--- src/rtl/clk_mon_pkg.sv ---
// Shared types and default constants for the clock phase monitor.
// The state encoding is visible on o_state, so the values are fixed.
package clk_mon_pkg;

    typedef enum logic [1:0] {
        ST_IDLE    = 2'd0,
        ST_ACQUIRE = 2'd1,
        ST_LOCKED  = 2'd2,
        ST_SLIP    = 2'd3
    } mon_state_e;

    localparam int DEF_LOCK_CYCLES   = 16;
    localparam int DEF_UNLOCK_ERRORS = 4;
    localparam int DEF_SYNC_STAGES   = 2;

endpackage

--- src/rtl/clk_phase_monitor_sync_bit.sv ---
// N-flop single-bit synchronizer with synchronous reset to 0.
// Used to bring an asynchronous level into the clk domain.
module sync_bit #(
    parameter int N = clk_mon_pkg::DEF_SYNC_STAGES
) (
    input  logic clk,
    input  logic srst,
    input  logic d,
    output logic q
);

    logic [N-1:0] stage_q;
    logic [N-1:0] stage_d;

    always_comb begin
        stage_d = {stage_q[N-2:0], d};
    end

    always_ff @(posedge clk) begin
        if (srst) begin
            stage_q <= '0;
        end else begin
            stage_q <= stage_d;
        end
    end

    assign q = stage_q[N-1];

endmodule

--- src/rtl/clk_phase_monitor.sv ---
// Samples a phase-shifted copy of the CPU clock on the CPU clock and tracks
// whether the expected phase relationship holds: acquire, lock, slip, unlock.
module clk_phase_monitor
    import clk_mon_pkg::*;
#(
    parameter logic EXPECT_LEVEL  = 1'b0,
    parameter int   SYNC_STAGES   = DEF_SYNC_STAGES,
    parameter int   LOCK_CYCLES   = DEF_LOCK_CYCLES,
    parameter int   UNLOCK_ERRORS = DEF_UNLOCK_ERRORS,
    parameter int   ERR_CNT_W     = 16
) (
    input  logic                 i_cpu_ck,
    input  logic                 i_cpu_reset,
    input  logic                 i_cpu_ck_ps,
    input  logic                 i_enable,
    input  logic                 i_clear_err,
    output logic                 o_locked,
    output logic                 o_lock_lost,
    output logic [1:0]           o_state,
    output logic                 o_sample,
    output logic [ERR_CNT_W-1:0] o_err_count
);

    localparam int GOOD_W = $clog2(LOCK_CYCLES + 1);
    localparam int BAD_W  = $clog2(UNLOCK_ERRORS + 1);
    localparam logic [GOOD_W-1:0] GOOD_LAST = GOOD_W'(LOCK_CYCLES - 1);
    localparam logic [BAD_W-1:0]  BAD_LAST  = BAD_W'(UNLOCK_ERRORS - 1);

    mon_state_e           state_q, state_d;
    logic [GOOD_W-1:0]    good_cnt_q, good_cnt_d;
    logic [BAD_W-1:0]     bad_cnt_q, bad_cnt_d;
    logic [ERR_CNT_W-1:0] err_cnt_q, err_cnt_d;
    logic                 lock_lost_q, lock_lost_d;
    logic                 err_inc;
    logic                 sample;
    logic                 match;

    sync_bit #(
        .N(SYNC_STAGES)
    ) u_sync (
        .clk (i_cpu_ck),
        .srst(i_cpu_reset),
        .d   (i_cpu_ck_ps),
        .q   (sample)
    );

    assign match = (sample == EXPECT_LEVEL);

    always_comb begin
        state_d     = state_q;
        good_cnt_d  = good_cnt_q;
        bad_cnt_d   = bad_cnt_q;
        err_cnt_d   = err_cnt_q;
        lock_lost_d = 1'b0;
        err_inc     = 1'b0;

        if (!i_enable) begin
            state_d    = ST_IDLE;
            good_cnt_d = '0;
            bad_cnt_d  = '0;
        end else begin
            case (state_q)
                ST_IDLE: begin
                    state_d    = ST_ACQUIRE;
                    good_cnt_d = '0;
                end
                ST_ACQUIRE: begin
                    if (match) begin
                        good_cnt_d = good_cnt_q + GOOD_W'(1);
                        if (good_cnt_q == GOOD_LAST) begin
                            state_d   = ST_LOCKED;
                            bad_cnt_d = '0;
                        end
                    end else begin
                        good_cnt_d = '0;
                    end
                end
                ST_LOCKED: begin
                    if (!match) begin
                        err_inc   = 1'b1;
                        bad_cnt_d = BAD_W'(1);
                        // A single tolerated error means the first slip is already fatal.
                        if (UNLOCK_ERRORS == 1) begin
                            state_d     = ST_ACQUIRE;
                            good_cnt_d  = '0;
                            lock_lost_d = 1'b1;
                        end else begin
                            state_d = ST_SLIP;
                        end
                    end
                end
                ST_SLIP: begin
                    if (match) begin
                        state_d   = ST_LOCKED;
                        bad_cnt_d = '0;
                    end else begin
                        err_inc   = 1'b1;
                        bad_cnt_d = bad_cnt_q + BAD_W'(1);
                        if (bad_cnt_q == BAD_LAST) begin
                            state_d     = ST_ACQUIRE;
                            good_cnt_d  = '0;
                            lock_lost_d = 1'b1;
                        end
                    end
                end
                default: begin
                    state_d = ST_IDLE;
                end
            endcase
        end

        // Clear beats a coincident increment; the count sticks at all-ones.
        if (i_clear_err) begin
            err_cnt_d = '0;
        end else if (err_inc && (err_cnt_q != '1)) begin
            err_cnt_d = err_cnt_q + ERR_CNT_W'(1);
        end
    end

    always_ff @(posedge i_cpu_ck) begin
        if (i_cpu_reset) begin
            state_q     <= ST_IDLE;
            good_cnt_q  <= '0;
            bad_cnt_q   <= '0;
            err_cnt_q   <= '0;
            lock_lost_q <= 1'b0;
        end else begin
            state_q     <= state_d;
            good_cnt_q  <= good_cnt_d;
            bad_cnt_q   <= bad_cnt_d;
            err_cnt_q   <= err_cnt_d;
            lock_lost_q <= lock_lost_d;
        end
    end

    assign o_locked    = (state_q == ST_LOCKED) || (state_q == ST_SLIP);
    assign o_lock_lost = lock_lost_q;
    assign o_state     = state_q;
    assign o_sample    = sample;
    assign o_err_count = err_cnt_q;

endmodule

--- config.mk ---
export PLATFORM = sky130hd
export DESIGN_NAME = clk_phase_monitor
export DESIGN_NICKNAME = d
export VERILOG_FILES = /design/src/rtl/clk_mon_pkg.sv /design/src/rtl/clk_phase_monitor_sync_bit.sv /design/src/rtl/clk_phase_monitor.sv
export SDC_FILE = /design/constraint.sdc
export NUM_CORES = 1
export LEC_CHECK = 0
export CORE_UTILIZATION = 30
export DETAILED_ROUTE_END_ITERATION = 7
export SKIP_CTS_REPAIR_TIMING = 1
export SYNTH_ARGS = -nofsm -noshare
export SYNTH_HDL_FRONTEND = slang
export SYNTH_SLANG_ARGS = --single-unit
--- constraint.sdc ---
create_clock -name i_cpu_ck -period 3.6 [get_ports i_cpu_ck]
set_input_delay 0.54 -clock i_cpu_ck [delete_from_list [all_inputs] [get_ports i_cpu_ck]]
set_output_delay 0.54 -clock i_cpu_ck [all_outputs]
set_load 0.05 [all_outputs]
Fig. 1: metal 1
The bar under the picture is 20 um long.
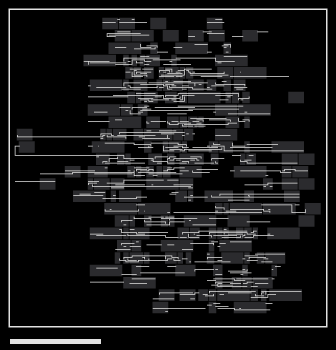
- longest straight run: 23.9 um
- nets with wire on the layer: 175
- main direction: horizontal
- wire length on this layer: 1520 um
- share of all routed wire: 52%

Fig. 2: signal wires on met2
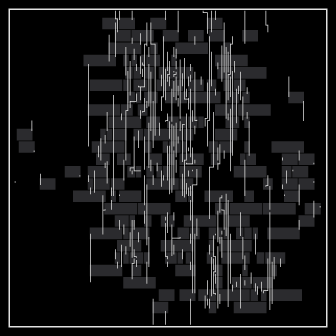
- nets with wire on the layer: 152
- share of all routed wire: 41%
- main direction: vertical

==> Slide: Implementation Results <==
Flow Results at a Glance

Min path
  – HP Start: u_sync.stage_q[0]

Synthesis
  – Top cells by area: dfxtp_1 42%, nor2_1 6.3%, xnor2_1 5.7%
  – Count leader, synth: dfxtp_1
  – MUX share of area: less than 1%
  – Net count after synthesis: approximately 170
  – Top cells by count: 29 x dfxtp_1, 23 x nor2_1, 14 x nand2_1, 13 x a21oi_1, 13 x nand3_1
  – XOR/XNOR Area Share: under 10%
  – Cell type with the largest total area: dfxtp_1

Pwr
  – Logic pwr share: under 10%
  – LEAKAGE: roughly 0.00057 uW

Clocking
  – Reg clk slew, reported paths: 60 ps
  – CTS Buf Count: 5
  – Clock sinks: 29
  – Latency at later pin: between 200 and 300 ps

Drt
  – Top Metal Used: met4
  – Metal3 WL: ~130 um
  – Met2 wire len: around 1.2 mm

Timing
  – Fin. Hold Viols: 0
  – Final setup fails: 0
  – Final setup margin: 1280 ps
  – Worst hold slack: roughly 450 ps

Outcome
  – Status: finished, final reports clean

Critical path
  – CP delay by family, top: buffers and inverters
  – Flop2flop setup slack: ~1500 ps
  – Reg-to-reg critical path endpoint: o_err_count[15]
  – Startpoint type of the worst setup path: flop

Placement
  – GPL Wtd Cong: about 0.75
  – Dpl hpwl: between 2 and 2.5 mm
  – Cell Area, Placed: 1660 sq um

Global routing
  – Met2 Usage GRT: between 10% and 20%
  – Grt total ovfl: 0
  – M3 GR Usage: under 10%

Layout
  – Seq/total area: between 30% and 40%
  – Clk_buf instances: 7
  – Synth-to-layout area growth: 28.5%
  – ClkCell Share: under 10%

Run
  – Tool warnings: 26

Die
  – I/O Pins: 26
Fig. 3: metal 3
The bar under the picture is 20 um long.
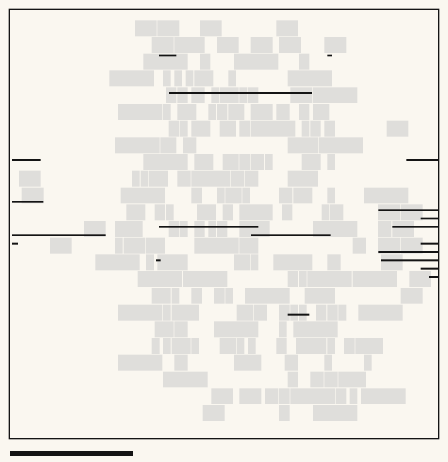
- share of all routed wire: 4.5%
- longest straight run: 23.0 um
- wire length on this layer: 131 um
- main direction: horizontal

Fig. 4: placed standard cells
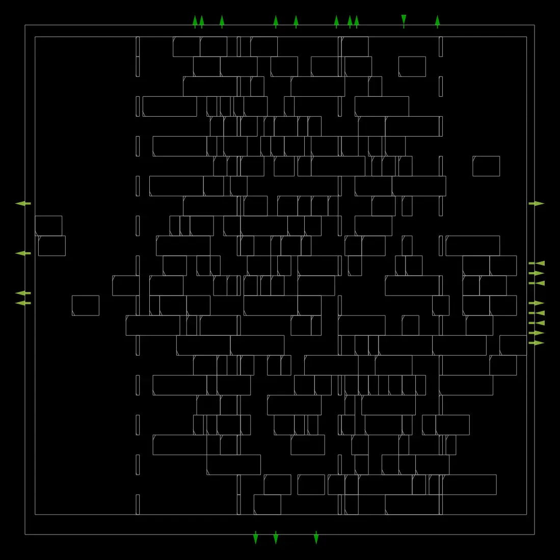
row count: 24
Util after Layout: 40.2%

No activity file was given, so power comes from the tool's default toggle rates.
